### src/rtl/riscv_pkg.sv
// Shared RV32I pipeline definitions: ResultSrc encodings, load/store funct3
// codes and the load/store unit state type.
package riscv_pkg;

  localparam logic [1:0] RES_ALU = 2'b00;
  localparam logic [1:0] RES_MEM = 2'b01;
  localparam logic [1:0] RES_PC4 = 2'b10;

  localparam logic [2:0] F3_B  = 3'b000;
  localparam logic [2:0] F3_H  = 3'b001;
  localparam logic [2:0] F3_W  = 3'b010;
  localparam logic [2:0] F3_BU = 3'b100;
  localparam logic [2:0] F3_HU = 3'b101;

  typedef enum logic {
    IDLE = 1'b0,
    WAIT = 1'b1
  } lsu_state_t;

  // Undefined encodings (011, 110, 111) fall through to word accesses.
  function automatic logic is_byte_access(input logic [2:0] funct3);
    return funct3[1:0] == 2'b00;
  endfunction

  function automatic logic is_half_access(input logic [2:0] funct3);
    return funct3[1:0] == 2'b01;
  endfunction

endpackage

### src/rtl/lsu_load_ext.sv
// Combinational load-data lane select with sign/zero extension; shared by
// the M-stage bus path and any later cache read path.
module lsu_load_ext
  import riscv_pkg::*;
(
  input  logic [31:0] rdata,
  input  logic [1:0]  addr_lo,
  input  logic [2:0]  funct3,
  output logic [31:0] data
);

  logic [7:0]  byte_sel;
  logic [15:0] half_sel;

  always_comb begin
    byte_sel = rdata[8*addr_lo +: 8];
    half_sel = addr_lo[1] ? rdata[31:16] : rdata[15:0];
    case (funct3)
      F3_B:    data = {{24{byte_sel[7]}}, byte_sel};
      F3_BU:   data = {24'h0, byte_sel};
      F3_H:    data = {{16{half_sel[15]}}, half_sel};
      F3_HU:   data = {16'h0, half_sel};
      default: data = rdata;
    endcase
  end

endmodule

### src/rtl/mem_stage_lsu.sv
// M-stage load/store unit: bus request/stall FSM with wait-cycle timeout.
// Optional misaligned-access trap is enabled by defining MISALIGN_TRAP_EN.
module mem_stage_lsu
  import riscv_pkg::*;
#(
  parameter int TIMEOUT = 16
) (
  input  logic        clk,
  input  logic        rst_n,
  input  logic        MemWriteM,
  input  logic [1:0]  ResultSrcM,
  input  logic [2:0]  funct3M,
  input  logic [31:0] ALUResultM,
  input  logic [31:0] WriteDataM,
  output logic        mem_req,
  output logic        mem_we,
  output logic [31:0] mem_addr,
  output logic [3:0]  mem_be,
  output logic [31:0] mem_wdata,
  input  logic        mem_ready,
  input  logic [31:0] mem_rdata,
  output logic [31:0] ReadDataM,
  output logic        StallM,
  output logic        BusErrM,
  output logic        MisalignM
);

  localparam logic [31:0] LIMIT = (TIMEOUT == 0) ? 32'd0 : 32'(TIMEOUT - 1);

  lsu_state_t  state, next_state;
  logic [31:0] wait_cnt;
  logic        active, misalign, go, timeout_hit;
  logic        byte_acc, half_acc;
  logic [31:0] load_data;

  lsu_load_ext u_load_ext (
    .rdata   (mem_rdata),
    .addr_lo (ALUResultM[1:0]),
    .funct3  (funct3M),
    .data    (load_data)
  );

  // Outputs are gated by rst_n so an asserted reset drops the request at once.
  always_comb begin
    byte_acc = is_byte_access(funct3M);
    half_acc = is_half_access(funct3M);
    active   = MemWriteM || (ResultSrcM == RES_MEM);
`ifdef MISALIGN_TRAP_EN
    misalign = half_acc ? ALUResultM[0] : (!byte_acc && (ALUResultM[1:0] != 2'b00));
`else
    misalign = 1'b0;
`endif
    go          = rst_n && active && !misalign;
    timeout_hit = (TIMEOUT != 0) && (wait_cnt == LIMIT);
  end

  always_ff @(posedge clk or negedge rst_n) begin
    if (!rst_n) begin
      state    <= IDLE;
      wait_cnt <= 32'd0;
    end else begin
      state    <= next_state;
      wait_cnt <= (next_state == WAIT) ? wait_cnt + 32'd1 : 32'd0;
    end
  end

  always_comb begin
    next_state = state;
    case (state)
      IDLE: if (go && !mem_ready && !timeout_hit) next_state = WAIT;
      WAIT: if (!go || mem_ready || timeout_hit) next_state = IDLE;
      default: next_state = IDLE;
    endcase
  end

  always_comb begin
    mem_req   = 1'b0;
    mem_we    = 1'b0;
    mem_addr  = 32'h0;
    mem_be    = 4'h0;
    mem_wdata = 32'h0;
    ReadDataM = 32'h0;
    StallM    = 1'b0;
    BusErrM   = 1'b0;
    MisalignM = rst_n && active && misalign;
    if (go) begin
      mem_req  = 1'b1;
      mem_we   = MemWriteM;
      mem_addr = {ALUResultM[31:2], 2'b00};
      if (MemWriteM) begin
        if (byte_acc) begin
          mem_be    = 4'b0001 << ALUResultM[1:0];
          mem_wdata = {4{WriteDataM[7:0]}};
        end else if (half_acc) begin
          mem_be    = ALUResultM[1] ? 4'b1100 : 4'b0011;
          mem_wdata = {2{WriteDataM[15:0]}};
        end else begin
          mem_be    = 4'b1111;
          mem_wdata = WriteDataM;
        end
      end else begin
        mem_be = 4'b1111;
      end
      if (mem_ready) begin
        if (!MemWriteM) ReadDataM = load_data;
      end else if (timeout_hit) begin
        BusErrM = 1'b1;
      end else begin
        StallM = 1'b1;
      end
    end
  end

endmodule

### config.mk
export PLATFORM = sky130hd
export DESIGN_NAME = mem_stage_lsu
export DESIGN_NICKNAME = d
export VERILOG_FILES = /design/src/rtl/riscv_pkg.sv /design/src/rtl/lsu_load_ext.sv /design/src/rtl/mem_stage_lsu.sv
export SDC_FILE = /design/constraint.sdc
export NUM_CORES = 1
export LEC_CHECK = 0
export CORE_MARGIN = 2
export CORE_UTILIZATION = 38
export DETAILED_ROUTE_END_ITERATION = 16
export PLACE_DENSITY = 0.89
export SKIP_LAST_GASP = 1
export SLEW_MARGIN = 40
export SYNTH_ARGS = -nofsm -noshare
export SYNTH_HDL_FRONTEND = slang
export SYNTH_HIERARCHICAL = 1
export SYNTH_SLANG_ARGS = --single-unit
### constraint.sdc
create_clock -name clk -period 2.75 [get_ports clk]
set_input_delay 0.4125 -clock clk [delete_from_list [all_inputs] [get_ports clk]]
set_output_delay 0.4125 -clock clk [all_outputs]
set_load 0.005 [all_outputs]
### Met1 routing

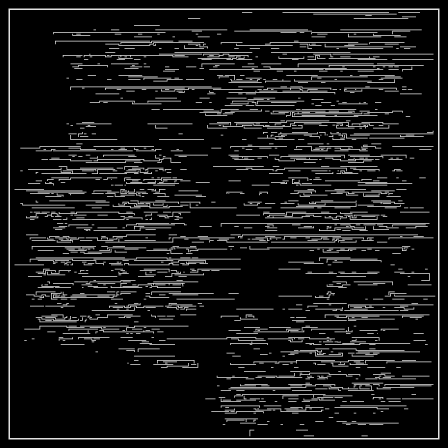
wire length on this layer: 5740 um
main direction: horizontal
routed vias: 4576
WL final: 15.1 mm
grt met1 use: 34.8%

==> results.json <==
{
  "worst_hold_slack_ns": 0.122,
  "fp.dieW_um": 102,
  "finalHoldViolCount": 0,
  "clock_sinks": 32,
  "drc": 0,
  "cts_buffers": 5,
  "fmax_mhz": 372,
  "utilization_pct": 67.4,
  "power.switching_uw": 429,
  "reg2reg_from": "wait_cnt[6]",
  "logic_area_mm2": 0.00267,
  "yosys-stat-cells": 465,
  "topCombFamilyByArea": "simple AND/OR/NAND/NOR gates",
  "startpoint_type": "primary input",
  "cts_root_buffer": "clkbuf_8",
  "cp.depth": 7,
  "cts_resized": 11,
  "crit_path_end": "BusErrM",
  "rsz0062_at_grt": "yes",
  "via_per_inst": 5.66,
  "status": "complete, no violations",
  "route.met3.wl_mm": 1.29,
  "io_pins": 210,
  "ys_area_mm2": 0.00366,
  "mux_share_pct": 7.66,
  "skew_ns": 0.00736,
  "comb_cells": 384,
  "path_cells": "clkdlybuf4s50_1, nor2b_4, o21ai_0, inv_1, nand2b_1, nor4_2, clkdlybuf4s50_1",
  "ys_seq_share_pct": 21.9,
  "adder_share_pct": 0.342,
  "ys.flops": 32,
  "htreeDepth": 2,
  "setup_violations": 0,
  "p_comb_share_pct": 39.2,
  "ff_count": 32,
  "cts_setup_buffers": 1,
  "largest_reg_flops": 32,
  "comb_area_share_pct": 42.7,
  "synthDistinctLibCells": 50,
  "synth_warnings": 6,
  "dp_cells": 796,
  "clkPwrFrac_pct": 31.2,
  "area_delta_synth_final_pct": 70.9,
  "regMostFlops": "wait_cnt",
  "sh_seq_area_pct": 12.8,
  "nNonClkBuffers": 248,
  "cts_tree": "built",
  "grt.busiest_layer": "met2",
  "ys_sh_simple_pct": 35.5,
  "die-area_mm2": 0.0104,
  "maxCapViolations": 0,
  "synthTopCellsByCount": "63 x and2_1, 32 x clkbuf_1, 32 x dfrtp_1, 32 x nor2_1, 26 x a21oi_1",
  "routedLengthMet1_mm": 5.74,
  "synth.most_common_cell": "and2_1",
  "clock_area_share_pct": 2.02,
  "critPathArrivalTime_ns": 2.27,
  "finalInstanceArea_mm2": 0.00626,
  "grt_pass1_wl_mm": 22.6,
  "syn_area_mm2": 0.00366,
  "relSlewSlack_pct": 57.3,
  "async_reset_ff_share_pct": 100,
  "avgSynthCellArea_um2": 7.87,
  "maxUsedRoutingLayer": "met4",
  "grt_use_met3_pct": 3.83,
  "fp-utilization_pct": 39.4,
  "setup_tns_ns": 0,
  "comb_power_uw": 624,
  "first_pass_iters": 5,
  "cpMostUsedCell": "clkdlybuf4s50_1",
  "min_path_type": "in -> async",
  "syn_inst": 465,
  "dominant_cells": "combinational gates",
  "ant_nets": 0,
  "period_needed_ns": 2.69,
  "crit_start": "ResultSrcM[0]",
  "p_int_mw": 1.17,
  "antenna_found_initial": 0,
  "inverters": 8,
  "grt_max_degree": 39,
  "yosysTopAreaCellShare_pct": 21.9,
  "grt_usage_pct": 27.2,
  "final-nonclk-buf-share_pct": 39.4,
  "place_congestion": 0.976,
  "layout_top_cells": "190 x clkdlybuf4s50_1, 63 x and2_1, 35 x buf_4",
  "critPathRequiredTime_ns": 2.34,
  "critPathBufInv": 3,
  "drive_above_1_share_pct": 13.2,
  "slowest_delay_ns": 0.55
}
### Met2 routing

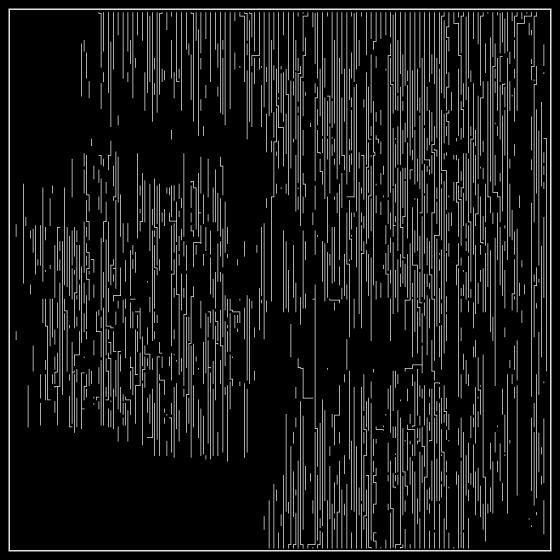
share of all routed wire: 51%
wire length on this layer: 7650 um
longest straight run: 44.0 um
nets with wire on the layer: 701
main direction: vertical
M2 GR Usage: 47.4%

